$ cat src/rtl/dual_stack_pkg.sv
// Shared op/status codes, host state encoding and default sizing for the dual-stack subsystem.
package dual_stack_pkg;

  localparam int unsigned DEFAULT_WORDS = 24;
  localparam int unsigned DATA_W        = 8;
  localparam int unsigned CNT_W         = 5;

  typedef enum logic [1:0] {
    OP_PUSH = 2'b00,
    OP_POP  = 2'b01,
    OP_MOVE = 2'b10,
    OP_RSVD = 2'b11
  } op_e;

  typedef enum logic [1:0] {
    ST_OK    = 2'b00,
    ST_FULL  = 2'b01,
    ST_EMPTY = 2'b10,
    ST_BADOP = 2'b11
  } status_e;

  typedef enum logic [2:0] {
    S_IDLE,
    S_PUSH,
    S_POP,
    S_WAIT,
    S_MPUSH,
    S_SETTLE,
    S_RESP
  } state_e;

endpackage

$ cat src/rtl/dual_stack_host.sv
// Command-driven initiator for the dual stack: push/pop/move commands in, byte + status responses out.
module dual_stack_host
  import dual_stack_pkg::*;
#(
  parameter int unsigned WORDS = DEFAULT_WORDS
) (
  input  logic              clk,
  input  logic              rst,
  input  logic              cmd_valid,
  output logic              cmd_ready,
  input  logic [1:0]        cmd_op,
  input  logic              cmd_sel,
  input  logic [DATA_W-1:0] cmd_data,
  output logic              rsp_valid,
  input  logic              rsp_ready,
  output logic [DATA_W-1:0] rsp_data,
  output logic [1:0]        rsp_status,
  input  logic              s0_empty,
  input  logic              s0_full,
  input  logic              s1_empty,
  input  logic              s1_full,
  output logic              stack_select,
  output logic              push,
  output logic              pop,
  output logic [DATA_W-1:0] stack_wdata,
  input  logic [DATA_W-1:0] stack_rdata
);

  localparam logic [CNT_W-1:0] MAX_CNT = CNT_W'(WORDS);

  state_e            state_q, state_d;
  op_e               op_q, op_d;
  logic              sel_q, sel_d;
  logic [DATA_W-1:0] byte_q, byte_d;
  logic [CNT_W-1:0]  count_q, count_d, moved_q, moved_d, req_cnt_c;
  logic              rsp_valid_d, cmd_ready_d, push_d, pop_d, select_d;
  logic [DATA_W-1:0] rsp_data_d, wdata_d;
  status_e           rsp_status_d;
  logic              cmd_full_c, cmd_empty_c, src_empty_c, dst_full_c;

  assign cmd_full_c  = cmd_sel ? s1_full  : s0_full;
  assign cmd_empty_c = cmd_sel ? s1_empty : s0_empty;
  assign src_empty_c = sel_q   ? s1_empty : s0_empty;
  assign dst_full_c  = sel_q   ? s0_full  : s1_full;
  assign req_cnt_c   = cmd_data[CNT_W-1:0];

  always_comb begin
    state_d      = state_q;
    op_d         = op_q;
    sel_d        = sel_q;
    byte_d       = byte_q;
    count_d      = count_q;
    moved_d      = moved_q;
    rsp_valid_d  = 1'b0;
    rsp_data_d   = rsp_data;
    rsp_status_d = status_e'(rsp_status);
    select_d     = stack_select;
    wdata_d      = stack_wdata;
    push_d       = 1'b0;
    pop_d        = 1'b0;
    cmd_ready_d  = 1'b0;

    unique case (state_q)
      S_IDLE: begin
        if (cmd_valid && cmd_ready) begin
          op_d         = op_e'(cmd_op);
          sel_d        = cmd_sel;
          byte_d       = cmd_data;
          moved_d      = '0;
          count_d      = (req_cnt_c > MAX_CNT) ? MAX_CNT : req_cnt_c;
          rsp_data_d   = '0;
          rsp_status_d = ST_OK;
          unique case (op_d)
            OP_PUSH: begin
              if (cmd_full_c) begin
                rsp_status_d = ST_FULL;
                state_d      = S_RESP;
              end else begin
                state_d = S_PUSH;
              end
            end
            OP_POP: begin
              if (cmd_empty_c) begin
                rsp_status_d = ST_EMPTY;
                state_d      = S_RESP;
              end else begin
                state_d = S_POP;
              end
            end
            OP_MOVE: state_d = (count_d == '0) ? S_RESP : S_POP;
            default: begin
              rsp_status_d = ST_BADOP;
              state_d      = S_RESP;
            end
          endcase
        end
      end
      S_PUSH: state_d = S_RESP;
      S_POP:  state_d = S_WAIT;
      S_WAIT: begin
        byte_d = stack_rdata;
        if (op_q == OP_POP) begin
          rsp_data_d = stack_rdata;
          state_d    = S_RESP;
        end else begin
          state_d = S_MPUSH;
        end
      end
      S_MPUSH: begin
        moved_d = moved_q + CNT_W'(1);
        state_d = S_SETTLE;
      end
      S_SETTLE: begin
        // Empty source wins over full destination when both stop the move.
        rsp_data_d = DATA_W'(moved_q);
        if (moved_q == count_q) begin
          rsp_status_d = ST_OK;
          state_d      = S_RESP;
        end else if (src_empty_c) begin
          rsp_status_d = ST_EMPTY;
          state_d      = S_RESP;
        end else if (dst_full_c) begin
          rsp_status_d = ST_FULL;
          state_d      = S_RESP;
        end else begin
          state_d = S_POP;
        end
      end
      S_RESP: begin
        if (rsp_valid && rsp_ready) state_d = S_IDLE;
        else                        rsp_valid_d = 1'b1;
      end
      default: state_d = S_IDLE;
    endcase

    // Strobes are registered from the next state so they align with the state they belong to.
    push_d      = (state_d == S_PUSH) || (state_d == S_MPUSH);
    pop_d       = (state_d == S_POP);
    cmd_ready_d = (state_d == S_IDLE);
    if (state_d == S_PUSH) begin
      select_d = sel_d;
      wdata_d  = byte_d;
    end else if (state_d == S_MPUSH) begin
      select_d = ~sel_d;
      wdata_d  = byte_d;
    end else if (state_d == S_POP) begin
      select_d = sel_d;
    end
  end

  always_ff @(posedge clk or posedge rst) begin
    if (rst) begin
      state_q      <= S_IDLE;
      op_q         <= OP_PUSH;
      sel_q        <= 1'b0;
      byte_q       <= '0;
      count_q      <= '0;
      moved_q      <= '0;
      cmd_ready    <= 1'b0;
      rsp_valid    <= 1'b0;
      rsp_data     <= '0;
      rsp_status   <= ST_OK;
      push         <= 1'b0;
      pop          <= 1'b0;
      stack_select <= 1'b0;
      stack_wdata  <= '0;
    end else begin
      state_q      <= state_d;
      op_q         <= op_d;
      sel_q        <= sel_d;
      byte_q       <= byte_d;
      count_q      <= count_d;
      moved_q      <= moved_d;
      cmd_ready    <= cmd_ready_d;
      rsp_valid    <= rsp_valid_d;
      rsp_data     <= rsp_data_d;
      rsp_status   <= rsp_status_d;
      push         <= push_d;
      pop          <= pop_d;
      stack_select <= select_d;
      stack_wdata  <= wdata_d;
    end
  end

endmodule

$ cat config.mk
export PLATFORM = sky130hd
export DESIGN_NAME = dual_stack_host
export DESIGN_NICKNAME = d
export VERILOG_FILES = /design/src/rtl/dual_stack_pkg.sv /design/src/rtl/dual_stack_host.sv
export SDC_FILE = /design/constraint.sdc
export NUM_CORES = 1
export LEC_CHECK = 0
export CORE_MARGIN = 4
export CORE_UTILIZATION = 30
export DETAILED_ROUTE_END_ITERATION = 10
export GPL_ROUTABILITY_DRIVEN = 0
export REMOVE_ABC_BUFFERS = 1
export SKIP_LAST_GASP = 1
export SYNTH_ARGS = -nofsm -noshare
export SYNTH_HDL_FRONTEND = slang
export SYNTH_SLANG_ARGS = --single-unit
export TNS_END_PERCENT = 10
$ cat constraint.sdc
create_clock -name clk -period 2.39 [get_ports clk]
set_input_delay 0.239 -clock clk [delete_from_list [all_inputs] [get_ports clk]]
set_output_delay 0.239 -clock clk [all_outputs]
set_load 0.02 [all_outputs]
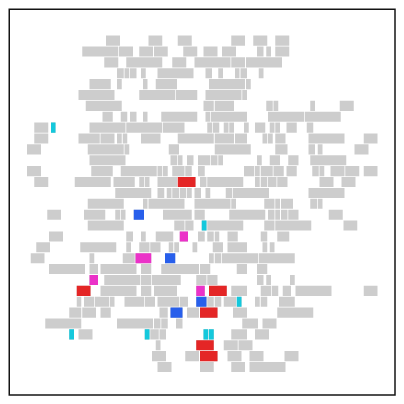
Figure 1: logic cells by family.
Scale: 4 px per um.
color	family	cells
magenta	and/or cells	4
blue	non-inverting ao/oa cells	4
red	fa/ha/maj cells	6
cyan	inv cells	7

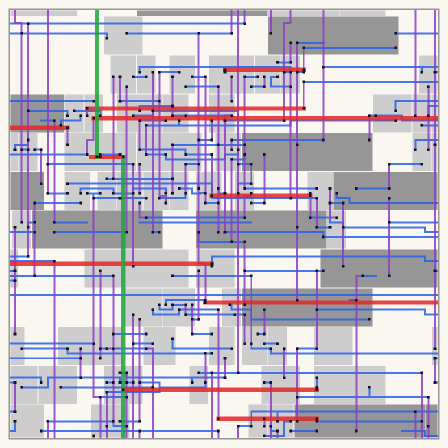
Figure 2: layout detail.
Region (33, 33) to (63, 63) um. Cells in gray, sequential cells in the stronger gray; small squares are vias.
color	layer
green	M4
red	M3
purple	M2
blue	M1
most frequent	nand2_1 (14), dfrtp_1 (8), o21ai_0 (7)
cells with their middle in the window	61
netlist names of flops here include	moved_q (5), op_q (2)
sequential cells in the window	8

==> results_dict.tcl <==
# collected from the flow reports
set metrics [dict create \
    n_sequential_cell 47 \
    reg2reg_depth 7 \
    lay_top_cells "53 x nand2_1, 49 x clkdlybuf4s50_1, 47 x dfrtp_1" \
    top_area_frac 0.506 \
    grt_pass1_wl_um 9400 \
    routedWlPerCell_um 14.1 \
    cts.sinks 47 \
    p_leak_nw 1.43 \
    dp_cells 390 \
    wl_met3_um 326 \
    dp_hpwl_um 4310 \
    placed_cell_area_um2 3080 \
    route.met2.wl_um 2600 \
    diodes 0 \
    top_usage_layer "met2" \
    wl_met1_um 2610 \
    p_per_area_nw_per_um2 1310 \
    required_ns 2.59 \
    aoi_share 0.126 \
    taps 99 \
    wirelength_um 5620 \
    die_w_um 96.1 \
    core_area_um2 7410 \
    insertion_delay_ns 0.30 \
    synthArstFlopShare 1.00 \
    path_depth 7 \
    setup_viol_count_final 0 \
    cap_viol_max_count 0 \
    hold_violations 0 \
    comb_area_frac 0.343 \
    flop_area_um2 1180 \
    cts-htree-levels 2 \
    synth_flops 47 \
    synth_area_per_cell_um2 10.2 \
    clock_area_frac 0.0311 \
    final.clkbuf_count 6 \
    ys_sh_xor 0.0334 \
    worstSetupEndpointType "register" \
    yosys_warnings 0 \
    arrival_ns 2.42 \
    holdBufCountCts 0 \
    bufAreaShareNonClock 0.208 \
    simple_gate_share 0.187 \
    fp-utilization 0.314 \
    logic_area_um2 1090 \
    synth-edff-count 0 \
    cpPeakStageDelay_ns 0.51 \
    reg2reg_from "moved_q[4]" \
    track_usage 0.134 \
    netlist_area_um2 2330 \
    dr.max_layer_used "met4" \
    vias 1859 \
    finalSetupTns_ns 0 \
    buffers 70 \
    worstReg2RegEnd "stack_wdata[1]" \
    dominant_cells "registers" \
    power_switching_w 0.00167 \
    whs_ns 0.290 \
    syn_to_final_growth_pct 36.5 \
    power_w 0.00416 \
    antenna_found_initial 0 \
    reg_top3 "byte_q: 8 flops, rsp_data: 8 flops, stack_wdata: 8 flops" \
    synth.mux.area_fraction 0.0882 \
    top_power_group "combinational cells" \
    grt_pass1_vias 1936 \
    drc_errors 0 \
    portBuffers 49 \
    r2r_setup_slack_ns 0.19 \
    ir_worst_vdd_v 0.000469 \
    finalNonFillerCells 398 \
    grt_max_degree 26 \
    top_area_cell "dfrtp_1" \
    tritoncts "yes" \
    swShare 0.401 \
    skew_ns 0.00734 \
    numCtsBuffers 5 \
    powerClk_w 0.000515 \
    timing.critical_path.max_delay_family "AND-OR/OR-AND gates" \
    clockPowerShare 0.124 \
    post-place-ws_ns -0.157 \
    hold_path.class "input pin to async pin" \
    path_cells "clkdlybuf4s50_1 > mux2_2 > a21oi_1 > nor2b_1 > o221ai_2 > maj3_1 > a221oi_1" \
    viasPerCell 4.67 \
    worstMarginPinSlew_ns 0.547 \
    synth_cell_types 38 \
    max-slew-margin-rel 0.635 \
    synth-area-yosys_um2 2330 \
    final_nets 330 \
    overflow 0 \
    common_cells "53 x nand2_1, 47 x dfrtp_1, 17 x nand3_1" \
    slew_violations 0 \
    pwr.group.sequential_w 0.00134 \
    layout_top_cell "nand2_1" \
    rsz0062_at_grt "no" \
    cp_slowest_cell "clkdlybuf4s50_1" \
    seq_power_share 0.323 \
    cp_max_fo 7 \
    ios 50 \
    use_met1 0.173 \
    cts_buffer_depth 2 \
    drt_first_pass_iters 4 \
    syn_inst 229 \
    clk_pin_slew_ns 0.09 \
    root_buffer "clkbuf_8" \
    die_h_um 96.1 \
    min_period_over_period 0.930 \
    ys_sh_adder 0.0312 \
    num-nonclk-inverters 7 \
    fin_crit_ns 2.22 \
    cts.repair.resized 0 \
    setup_ws_ns 0.167 \
    grt_use_met2 0.219 \
    crit_buf_inv 1 \
    status "completed" \
    crit_path_end "stack_select" \
    final_cell_area_um2 3170 \
    drive_above_1_share 0.167 \
    comb_cells 167 \
    antenna_left 0 \
    startpoint "cmd_sel" \
    die_area_um2 9230 \
    tool_warnings 28 \
    max_freq_mhz 450 \
    worst-setup-path-type "input pin to register" \
    first_iter_violations 98 \
    comb_power_w 0.00230 \
    ys_cells 229 \
    gr-usage-met3 0.0313 \
    synth.most_common_cell "nand2_1" \
    setup.worst_path.start_class "input pin" \
]
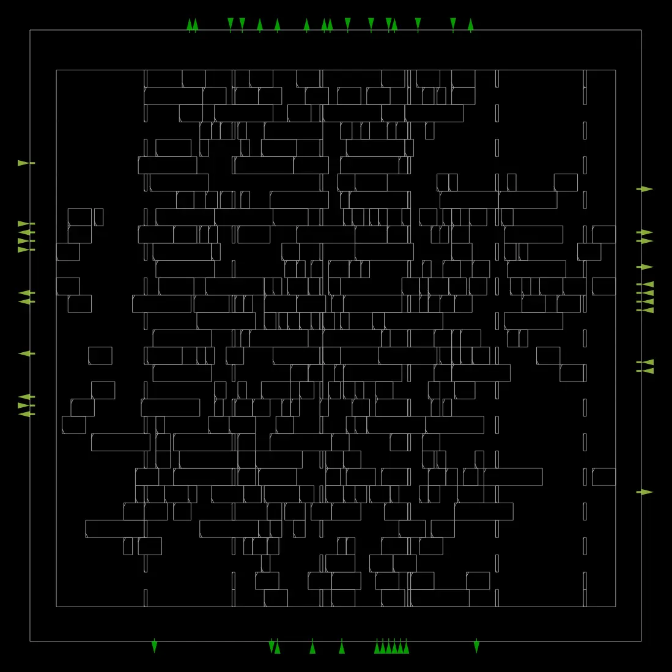
Figure 3: cell outlines without signal wires.
# fillers: 729
num rows: 31
Seq area share: 0.371

